--- config.mk ---
export PLATFORM = sky130hd
export DESIGN_NAME = spi_transfer_core
export DESIGN_NICKNAME = d
export VERILOG_FILES = /design/src/rtl/spi_transfer_core.sv
export SDC_FILE = /design/constraint.sdc
export NUM_CORES = 1
export LEC_CHECK = 0
export CORE_MARGIN = 3
export CORE_UTILIZATION = 37
export CTS_CLUSTER_SIZE = 40
export DETAILED_ROUTE_END_ITERATION = 8
export MAX_ROUTING_LAYER = met4
export SLEW_MARGIN = 40
export SYNTH_ARGS = -nofsm -noshare
export SYNTH_HDL_FRONTEND = slang
export SYNTH_SLANG_ARGS = --single-unit
export TNS_END_PERCENT = 5
--- constraint.sdc ---
create_clock -name clock -period 4.5 [get_ports clock]
set_input_delay 0.45 -clock clock [delete_from_list [all_inputs] [get_ports clock]]
set_output_delay 0.45 -clock clock [all_outputs]
set_load 0.01 [all_outputs]
--- src/rtl/spi_transfer_core.sv ---
// SPI master transfer core: sequencer plus variable-length shift register.
// Length, CS setup delay and bit order are latched from parameter registers at start.
module spi_transfer_core #(
    parameter int DATA_WIDTH  = 32,
    parameter int DELAY_WIDTH = 8
) (
    input  logic                  clock,
    input  logic                  reset,
    input  logic                  parameter_address,
    input  logic [31:0]           parameter_data,
    input  logic                  parameter_write_enable,
    input  logic                  spi_sclk,
    input  logic                  spi_start_transfer,
    input  logic [DATA_WIDTH-1:0] cu_data_out,
    input  logic                  spi_miso,
    output logic [DATA_WIDTH-1:0] reg_data_out,
    output logic                  spi_mosi,
    output logic                  spi_cs_n,
    output logic                  sclk_enable,
    output logic                  busy,
    output logic                  transfer_done
);

    localparam int LW = $clog2(DATA_WIDTH + 1);
    localparam int IW = $clog2(DATA_WIDTH);

    typedef enum logic [1:0] {IDLE, SETUP, SHIFT, DONE} state_t;

    state_t                 state_q, state_d;
    logic [LW-1:0]          cfg_len_q, cfg_len_d;
    logic [DELAY_WIDTH-1:0] cfg_delay_q, cfg_delay_d;
    logic                   cfg_lsb_q, cfg_lsb_d;
    logic [LW-1:0]          len_q, len_d;
    logic [DELAY_WIDTH-1:0] delay_q, delay_d;
    logic                   lsb_q, lsb_d;
    logic [DELAY_WIDTH-1:0] dcnt_q, dcnt_d;
    logic [LW-1:0]          bcnt_q, bcnt_d;
    logic [DATA_WIDTH-1:0]  sreg_q, sreg_d;
    logic [DATA_WIDTH-1:0]  rdata_q, rdata_d;
    logic                   mosi_q, mosi_d;
    logic                   cs_n_q, cs_n_d;
    logic                   sclk_en_q, sclk_en_d;
    logic                   busy_q, busy_d;
    logic                   done_q, done_d;
    logic                   sclk_q;

    logic                   rise;
    logic [IW-1:0]          top;
    logic [DATA_WIDTH-1:0]  sh;
    logic                   unused_pdata;

    assign unused_pdata = ^parameter_data[31:9];

    function automatic logic [DATA_WIDTH-1:0] len_mask(input logic [LW-1:0] l);
        logic [DATA_WIDTH-1:0] m;
        for (int i = 0; i < DATA_WIDTH; i++) begin
            m[i] = (i < int'(l));
        end
        return m;
    endfunction

    assign rise = spi_sclk & ~sclk_q;
    assign top  = IW'(len_q - LW'(1));

    always_comb begin
        sh = '0;
        if (lsb_q) begin
            sh      = sreg_q >> 1;
            sh[top] = spi_miso;
        end else begin
            sh = ((sreg_q << 1) | DATA_WIDTH'(spi_miso)) & len_mask(len_q);
        end
    end

    always_comb begin
        state_d     = state_q;
        cfg_len_d   = cfg_len_q;
        cfg_delay_d = cfg_delay_q;
        cfg_lsb_d   = cfg_lsb_q;
        len_d       = len_q;
        delay_d     = delay_q;
        lsb_d       = lsb_q;
        dcnt_d      = dcnt_q;
        bcnt_d      = bcnt_q;
        sreg_d      = sreg_q;
        rdata_d     = rdata_q;
        mosi_d      = mosi_q;
        cs_n_d      = cs_n_q;
        sclk_en_d   = sclk_en_q;
        busy_d      = busy_q;
        done_d      = 1'b0;

        // Out-of-range lengths fall back to the full word width.
        if (parameter_write_enable) begin
            if (!parameter_address) begin
                if (parameter_data[5:0] == 6'd0 ||
                    int'(parameter_data[5:0]) > DATA_WIDTH) begin
                    cfg_len_d = LW'(DATA_WIDTH);
                end else begin
                    cfg_len_d = LW'(parameter_data[5:0]);
                end
            end else begin
                cfg_delay_d = parameter_data[DELAY_WIDTH-1:0];
                cfg_lsb_d   = parameter_data[8];
            end
        end

        unique case (state_q)
            IDLE: begin
                if (spi_start_transfer) begin
                    len_d   = cfg_len_q;
                    delay_d = cfg_delay_q;
                    lsb_d   = cfg_lsb_q;
                    sreg_d  = cu_data_out & len_mask(cfg_len_q);
                    dcnt_d  = '0;
                    cs_n_d  = 1'b0;
                    busy_d  = 1'b1;
                    state_d = SETUP;
                end
            end
            SETUP: begin
                if (delay_q == '0 || dcnt_q == delay_q - DELAY_WIDTH'(1)) begin
                    bcnt_d    = '0;
                    sclk_en_d = 1'b1;
                    mosi_d    = lsb_q ? sreg_q[0] : sreg_q[top];
                    state_d   = SHIFT;
                end else begin
                    dcnt_d = dcnt_q + DELAY_WIDTH'(1);
                end
            end
            SHIFT: begin
                if (rise) begin
                    sreg_d = sh;
                    bcnt_d = bcnt_q + LW'(1);
                    mosi_d = lsb_q ? sh[0] : sh[top];
                    if (bcnt_q == len_q - LW'(1)) begin
                        state_d = DONE;
                    end
                end
            end
            DONE: begin
                rdata_d   = sreg_q & len_mask(len_q);
                done_d    = 1'b1;
                cs_n_d    = 1'b1;
                sclk_en_d = 1'b0;
                busy_d    = 1'b0;
                state_d   = IDLE;
            end
            default: state_d = IDLE;
        endcase
    end

    always_ff @(posedge clock or negedge reset) begin
        if (!reset) begin
            state_q     <= IDLE;
            cfg_len_q   <= LW'(DATA_WIDTH);
            cfg_delay_q <= '0;
            cfg_lsb_q   <= 1'b0;
            len_q       <= LW'(DATA_WIDTH);
            delay_q     <= '0;
            lsb_q       <= 1'b0;
            dcnt_q      <= '0;
            bcnt_q      <= '0;
            sreg_q      <= '0;
            rdata_q     <= '0;
            mosi_q      <= 1'b0;
            cs_n_q      <= 1'b1;
            sclk_en_q   <= 1'b0;
            busy_q      <= 1'b0;
            done_q      <= 1'b0;
            sclk_q      <= 1'b0;
        end else begin
            state_q     <= state_d;
            cfg_len_q   <= cfg_len_d;
            cfg_delay_q <= cfg_delay_d;
            cfg_lsb_q   <= cfg_lsb_d;
            len_q       <= len_d;
            delay_q     <= delay_d;
            lsb_q       <= lsb_d;
            dcnt_q      <= dcnt_d;
            bcnt_q      <= bcnt_d;
            sreg_q      <= sreg_d;
            rdata_q     <= rdata_d;
            mosi_q      <= mosi_d;
            cs_n_q      <= cs_n_d;
            sclk_en_q   <= sclk_en_d;
            busy_q      <= busy_d;
            done_q      <= done_d;
            sclk_q      <= spi_sclk;
        end
    end

    assign reg_data_out  = rdata_q;
    assign spi_mosi      = mosi_q;
    assign spi_cs_n      = cs_n_q;
    assign sclk_enable   = sclk_en_q;
    assign busy          = busy_q;
    assign transfer_done = done_q;

endmodule

==> summary.txt, run 1 <==
run metrics: Int Pwr=0.00414 W, dpl cells=1274, P_clk=0.00145 W, status=complete, no violations, final WL=28300 um, Fill cells=2059, CLK BUF=17, Max VDD drop=0.000355 V, total track usage=24.6%, RSZ-0062 raised after global routing=false, fin area=9830 sq um, end of the worst register-to-register path=spi_mosi, layout cells sized above 1=13.6%, Basic Gates by Area=21.6%, pin count of the biggest net entering global routing=60, Final Power=0.00802 W, most frequent logic cell in the layout=nand2_1, core area=21200 sq um, CP top delay family=AND-OR/OR-AND gates, DRC violations left=0, arrival time at the worst endpoint=3.99 ns, setup TNS=0 ns, setup ws final=0.857 ns, Layout Utilization=46.5%, multi-input logic area=4700 sq um, Setup crit start=len_q[0], Inserted Diodes=0, Final HPWL DP=20500 um
Figure 1. The metal 1 layer (run 1).
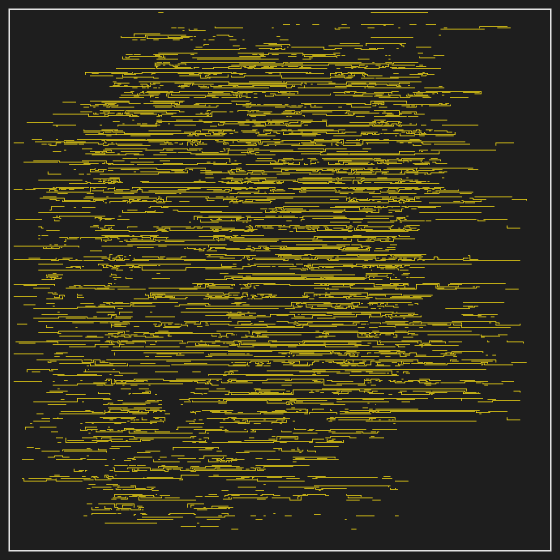
The layer carries 13000 um of wire. 981 nets have wire on it. The layer holds 46% of the routed length.

Figure 2. Placement by cell class (run 1).
Fill, decap, tap and diode cells in gray.
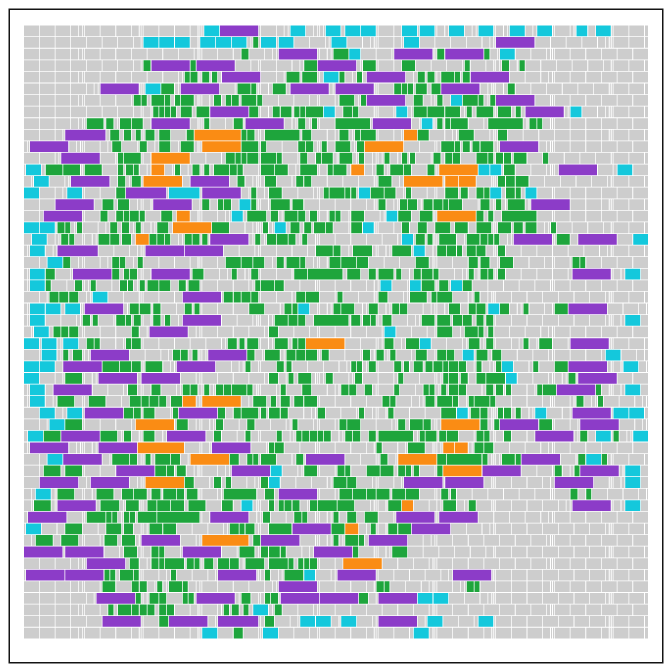
remaining buffers and delay cells: in cyan, cells 120, share of their area 12%. registers: in purple, cells 116, share of their area 31%. remaining logic cells: in green, cells 765, share of their area 51%. clock drivers and dummy loads: in orange, cells 32, share of their area 6.5%.

Figure 3. Signal wires on met3 (run 1).
Bar = 50 um.
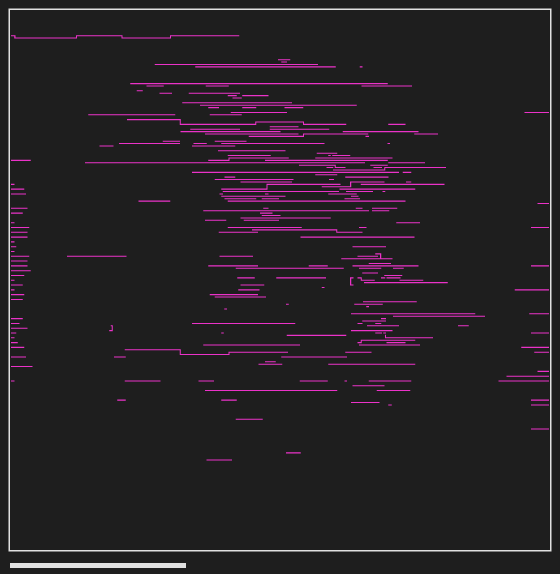
The longest straight run is 79.1 um. The layer carries 2490 um of wire. The layer holds 8.8% of the routed length.

Figure 4. Wiring heat map (run 1).
Bar = 50 um. The die is cut into 31 by 31 equal tiles; dark blue is low, red is high, scaled to the fullest tile. Values are wire area over tile area, all layers added.
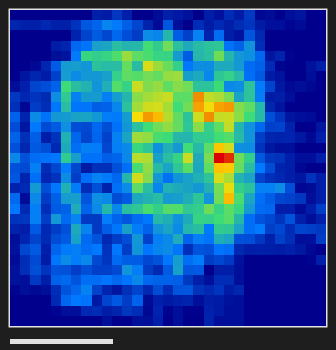
The fullest tile reaches 0.92. The emptiest ninth of the die: south-east. The mean over all tiles is 0.20. 18% of the tiles are nearly empty.

==> run 2: changes to the inputs <==
clock period = 3.6 ns   (was 4.5 ns; I/O delays follow)
Figure 5. The metal 1 layer (run 2).
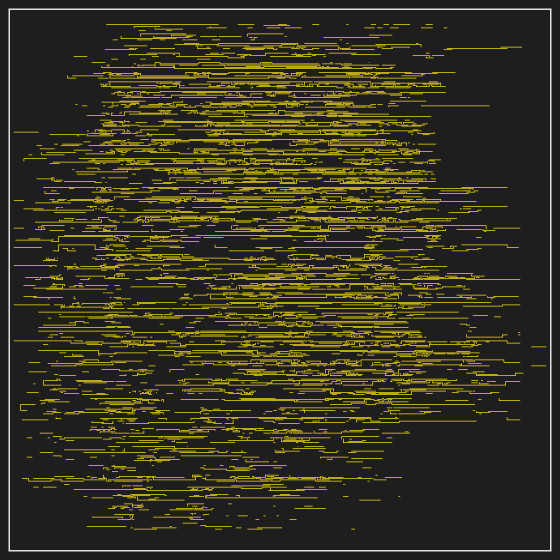
The longest straight run is 61.2 um. 993 nets have wire on it.

==> run 2 against run 1 <==
Against the previous run:
- global-route usage is 0.23 points higher
- fmax is 11% higher
- synthesized cell count unchanged
- cell count up 1.1%
- count of clock-buffer cells in the layout is 2 higher
- register-to-register slack lost 0.55 ns
- sequential share of layout area down 0.34 points
- routed wire length increased by 0.18%
- die area did not move
- critical path depth down 1
- clock skew up 0.0026 ns
- total power rose by 26%
- highest routed layer unchanged
==> summary.txt, run 2 <==
run metrics: Post-synth seq share=36.3%, end of the worst register-to-register path=spi_mosi, number of flops mapped to enable cells by yosys=0, Inserted Diodes=0, CTS resizes=0, Most Crowded Layer GR=met2, flop share of the area=29.2%, CLK BUF=19, tool warnings=56, status=complete, no violations, Comb pwr share=58.2%, Fill cells=2061, clk latency late pin=0.43 ns, Setup crit start=len_q[0], Comb/total area=47.3%, post-synthesis mux area share=8.09%, first-pass GRT wire length=44400 um, Die Span X=153 um, CP top delay family=AND-OR/OR-AND gates, initial antenna violation count=0, DRC violations left=0, final WL=28400 um, fin area=9950 sq um, core area=21200 sq um, arrival time at the worst endpoint=3.64 ns, setup TNS=0 ns, Final setup viols=0, multi-input logic area=4700 sq um, Worst setup endpoint=spi_mosi, Max VDD drop=0.000437 V, setup ws final=0.308 ns, CTS tree=yes, Critical Path RT=3.95 ns, total track usage=24.8%, Via density=5.98, Final Power=0.0101 W, P_clk=0.00182 W, most frequent logic cell in the layout=nand2_1, layout cells sized above 1=14.6%, RSZ-0062 raised after global routing=false, dpl cells=1289, Worst Hold Depth=1, top cells by count, synth=nand2_1, dfrtp_1, o21ai_0, Basic Gates by Area=21.6%, Int Pwr=0.00531 W, pin count of the biggest net entering global routing=63, Layout Utilization=47.0%
Power and IR drop assume default switching activity.
